### Supply network

Scale bar: 200 um. Pins as bars on the die edge. Tap cells in grey.
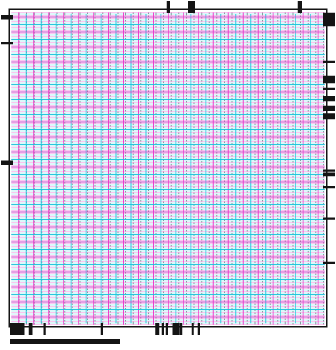
### Placed cells, one colour a class

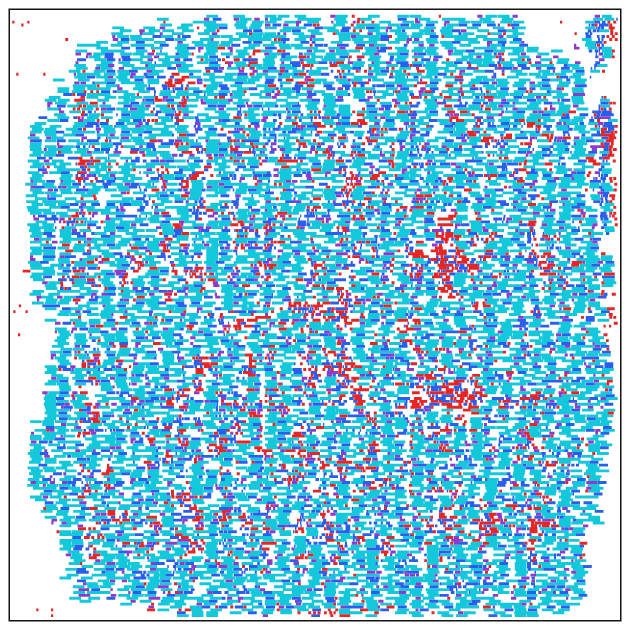
### Routed clock nets over the placement

Scale bar: 200 um.
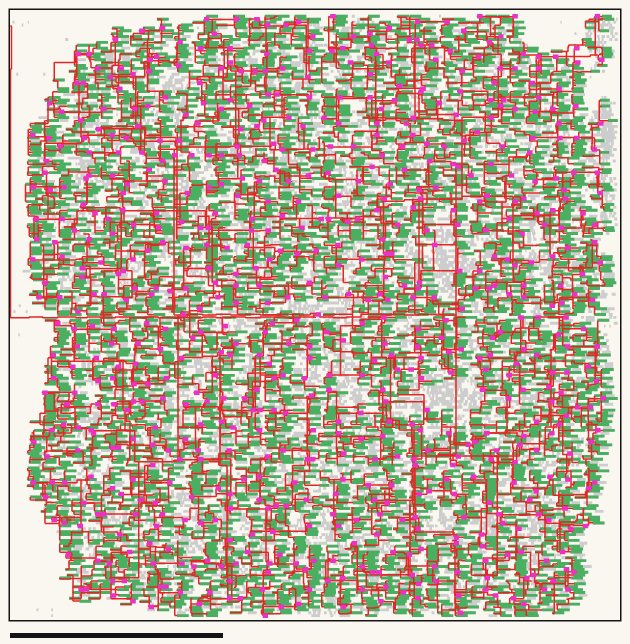
$ cat config.mk
export PLATFORM = sky130hd
export DESIGN_NAME = avalon_sdr_responder
export DESIGN_NICKNAME = d
export VERILOG_FILES = /design/src/rtl/avalon_sdr_responder.sv
export SDC_FILE = /design/constraint.sdc
export NUM_CORES = 2
export LEC_CHECK = 0
export CAP_MARGIN = 15
export CORE_MARGIN = 2
export CORE_UTILIZATION = 50
export CTS_BUF_LIST = sky130_fd_sc_hd__clkbuf_4 sky130_fd_sc_hd__clkbuf_8
export CTS_CLUSTER_SIZE = 16
export DETAILED_ROUTE_END_ITERATION = 10
export PLACE_DENSITY_LB_ADDON = 0.08
export RECOVER_POWER = 100
export SLEW_MARGIN = 10
export SYNTH_ARGS = -nofsm -noshare
export SYNTH_HDL_FRONTEND = slang
export SYNTH_SLANG_ARGS = --single-unit
$ cat constraint.sdc
create_clock -name clk -period 3.2 [get_ports clk]
set_input_delay 0.96 -clock clk [delete_from_list [all_inputs] [get_ports clk]]
set_output_delay 0.96 -clock clk [all_outputs]
set_load 0.1 [all_outputs]
$ cat src/rtl/avalon_sdr_responder.sv
// rtl/avalon_sdr_responder.sv - 16-bit Avalon-MM responder over a word array with programmable stalls,
// pipelined read latency and an outstanding-read limit.
module avalon_sdr_responder #(
    parameter int DEPTH_WORDS  = 256,
    parameter int READ_LATENCY = 2,
    parameter int WAIT_CYCLES  = 1,
    parameter int MAX_PENDING  = 4
) (
    input  logic        clk,
    input  logic        reset,
    input  logic        avs_s0_read,
    input  logic        avs_s0_write,
    input  logic [31:0] avs_s0_address,
    input  logic [15:0] avs_s0_writedata,
    input  logic [1:0]  avs_s0_byteenable,
    output logic [15:0] avs_s0_readdata,
    output logic        avs_s0_readdatavalid,
    output logic        avs_s0_waitrequest,
    output logic [15:0] rd_count,
    output logic [15:0] wr_count,
    output logic        proto_err,
    output logic [1:0]  track_state
);

    localparam int AW = $clog2(DEPTH_WORDS);
    localparam int PW = $clog2(MAX_PENDING + 1) + 1;
    localparam int CW = (WAIT_CYCLES > 1) ? $clog2(WAIT_CYCLES) : 1;

    typedef enum logic [1:0] {
        IDLE   = 2'd0,
        STALL  = 2'd1,
        ACCEPT = 2'd2
    } state_t;

    state_t                          state_q, state_d;
    logic [CW-1:0]                   cnt_q, cnt_d;
    logic [PW-1:0]                   pend_q, pend_now;
    logic                            cmd, blocked, wait_c, acc, acc_wr, acc_rd;
    logic [AW-1:0]                   idx;
    logic [15:0]                     mem [DEPTH_WORDS];
    logic [READ_LATENCY-1:0]         vpipe;
    logic [READ_LATENCY:0]           vchain;
    logic [READ_LATENCY-1:0][15:0]   dpipe;
    logic [READ_LATENCY:0][15:0]     dchain;
    logic                            unused_addr;

    assign idx         = avs_s0_address[AW:1];
    assign unused_addr = ^{avs_s0_address[31:AW+1], avs_s0_address[0]};
    assign cmd         = avs_s0_read | avs_s0_write;

    // A read returning this cycle frees its slot for a command accepted in the same cycle.
    assign pend_now = pend_q - PW'(vpipe[READ_LATENCY-1]);
    assign blocked  = cmd && (pend_now == PW'(MAX_PENDING));

    always_comb begin
        state_d = state_q;
        cnt_d   = cnt_q;
        wait_c  = 1'b0;
        acc     = 1'b0;
        case (state_q)
            IDLE: begin
                if (cmd) begin
                    if (WAIT_CYCLES == 0) begin
                        wait_c = blocked;
                        acc    = !blocked;
                    end else begin
                        wait_c  = 1'b1;
                        cnt_d   = CW'(WAIT_CYCLES - 1);
                        state_d = (WAIT_CYCLES == 1) ? ACCEPT : STALL;
                    end
                end
            end
            STALL: begin
                if (!cmd) begin
                    state_d = IDLE;
                end else begin
                    wait_c = 1'b1;
                    cnt_d  = cnt_q - CW'(1);
                    if (cnt_q <= CW'(1)) state_d = ACCEPT;
                end
            end
            ACCEPT: begin
                if (!cmd) begin
                    state_d = IDLE;
                end else if (blocked) begin
                    wait_c = 1'b1;
                end else begin
                    acc     = 1'b1;
                    state_d = IDLE;
                end
            end
            default: state_d = IDLE;
        endcase
    end

    assign acc_wr = acc & reset & avs_s0_write;
    assign acc_rd = acc & reset & avs_s0_read & ~avs_s0_write;

    assign vchain = {vpipe, acc_rd};
    assign dchain = {dpipe, mem[idx]};

    always_ff @(posedge clk or negedge reset) begin
        if (!reset) begin
            state_q   <= IDLE;
            cnt_q     <= '0;
            pend_q    <= '0;
            vpipe     <= '0;
            dpipe     <= '0;
            rd_count  <= '0;
            wr_count  <= '0;
            proto_err <= 1'b0;
        end else begin
            state_q <= state_d;
            cnt_q   <= cnt_d;
            pend_q  <= pend_q + PW'(acc_rd) - PW'(vpipe[READ_LATENCY-1]);
            vpipe   <= vchain[READ_LATENCY-1:0];
            // Data only moves with its valid bit, so the output stage holds the last returned word.
            for (int k = 0; k < READ_LATENCY; k++) begin
                if (vchain[k]) dpipe[k] <= dchain[k];
            end
            if (acc_rd) rd_count <= rd_count + 16'd1;
            if (acc_wr) wr_count <= wr_count + 16'd1;
            if (avs_s0_read && avs_s0_write) proto_err <= 1'b1;
        end
    end

    always_ff @(posedge clk) begin
        if (acc_wr) begin
            if (avs_s0_byteenable[0]) mem[idx][7:0]  <= avs_s0_writedata[7:0];
            if (avs_s0_byteenable[1]) mem[idx][15:8] <= avs_s0_writedata[15:8];
        end
    end

    assign avs_s0_readdata      = dpipe[READ_LATENCY-1];
    assign avs_s0_readdatavalid = vpipe[READ_LATENCY-1];
    assign avs_s0_waitrequest   = !reset | wait_c;
    assign track_state          = state_q;

endmodule

==> results.sh <==
# yosys + openroad results
export IMPL_clk_latency_ps=1250
export IMPL_power_leakage_nw=66.4
export IMPL_ys_flops=4168
export IMPL_clock_power_mw=44.9
export IMPL_placed_cell_area_sq_um=185000
export IMPL_switchingPower_mw=27.5
export IMPL_ant_nets=0
export IMPL_r2r_slack_ps=-80
export IMPL_yosys_stat_seqShare_pct=77.1
export IMPL_grt_ovfl_total=0
export IMPL_ys_sh_xor_pct=0.184
export IMPL_cts_buffer_depth=4
export IMPL_ys_types=72
export IMPL_worst_slew_pin_slew_ps=3610
export IMPL_grt_use_met3_pct=6.02
export IMPL_clock_buffers=900
export IMPL_top_usage_layer="met2"
export IMPL_ys_cells=7668
export IMPL_syn_area_sq_um=162000
export IMPL_period_needed_ps=3830
export IMPL_slew_violations=1211
export IMPL_setup_viol=748
export IMPL_yosysWarnings=0
export IMPL_mux_area_share_pct=15.8
export IMPL_diodes=16
export IMPL_whs_ps=312
export IMPL_port_buffers=81
export IMPL_cpMaxStageDelayCell="dfrtp_2"
export IMPL_clkTransAtPathRegs_ps=60
export IMPL_crit_cells=8
export IMPL_combPwrFrac_pct=7.9
export IMPL_seq_share_pct=62.4
export IMPL_grt_use_total_pct=29.5
export IMPL_cts_inserted_buffers=674
export IMPL_top_cells_by_count="edfxtp_1, mux4_2, nor2_1"
export IMPL_setup_ws_ps=-634
export IMPL_dieWidth_um=573
export IMPL_fp_nets=7732
export IMPL_synth_avg_cell_area_sq_um=21.1
export IMPL_grt_use_met1_pct=43.3
export IMPL_worstHoldEndpoint="dchain[23]$_DFFE_PN0P_"
export IMPL_critPathCapture="avs_s0_waitrequest"
export IMPL_pwr_share_clk_pct=39.2
export IMPL_rsz0062_at_grt="true"
export IMPL_finalWirelength_mm=488
export IMPL_cts_tree="yes"
export IMPL_yosys_area_share_aoi_pct=2.29
export IMPL_cp_max_fo=2
export IMPL_final_comb_area_sq_um=36800
export IMPL_drv_cap=20
export IMPL_final_hold_violation_count=0
export IMPL_seq_area_sq_um=125000
export IMPL_fp_coreArea_sq_um=322000
export IMPL_max_freq_ghz=0.261
export IMPL_clkSinkCount=4168
export IMPL_crit_chain="ha_4, xor2_1, and3_4, nand3_4, buf_6, a21oi_4, nand2b_4, buf_12"
export IMPL_tap_cells=4305
export IMPL_die_h_um=573
export IMPL_timing_rr_end="mem[59][12]$_DFFE_PP_"
export IMPL_yosys_area_sq_um=162000
export IMPL_place_ws_ps=-1100
export IMPL_yosysMostFrequentCell="edfxtp_1"
export IMPL_worstHoldStart="avs_s0_address[8]"
export IMPL_flops=4168
export IMPL_gr_usage_met2_pct=44.8
export IMPL_logic_family="multiplexers"
export IMPL_hold_path_class="input port to register"
export IMPL_grt_pass1_wl_mm=682
export IMPL_sh_comb_area_pct=18.4
export IMPL_final_cells=14600
export IMPL_violations="max-capacitance violations, max-slew violations, negative setup slack"
export IMPL_run_status="finished with violations"
export IMPL_fill_cells=22800
export IMPL_crit_buf_inv=2
export IMPL_finClkSkew_ps=65.9
export IMPL_vias=89500
export IMPL_clock_root_buffer="clkbuf_8"
export IMPL_top_area_cell="edfxtp_1"
export IMPL_slew_headroom_pct=-141
Back to the opening pictures, 'Supply network':
[VDD] cyan
[VSS] magenta
met5 straps: 41
signal pins: 107
tap cells: 4305
rows: 208

Back to the opening pictures, 'Placed cells, one colour a class':
[remaining buffers and delay cells] red | cells: 1859 | share of their area: 10%
[sequential cells] cyan | cells: 4168 | share of their area: 64%
[remaining logic cells] blue | cells: 3016 | share of their area: 19%
[clock drivers and dummy loads] purple | cells: 1217 | share of their area: 6.7%

Back to the opening pictures, 'Routed clock nets over the placement':
[clock wires] red | length: 50.7 mm
[flip-flops] green | count: 4168
[clock-net drivers] magenta | count: 674
routed clock nets: 675

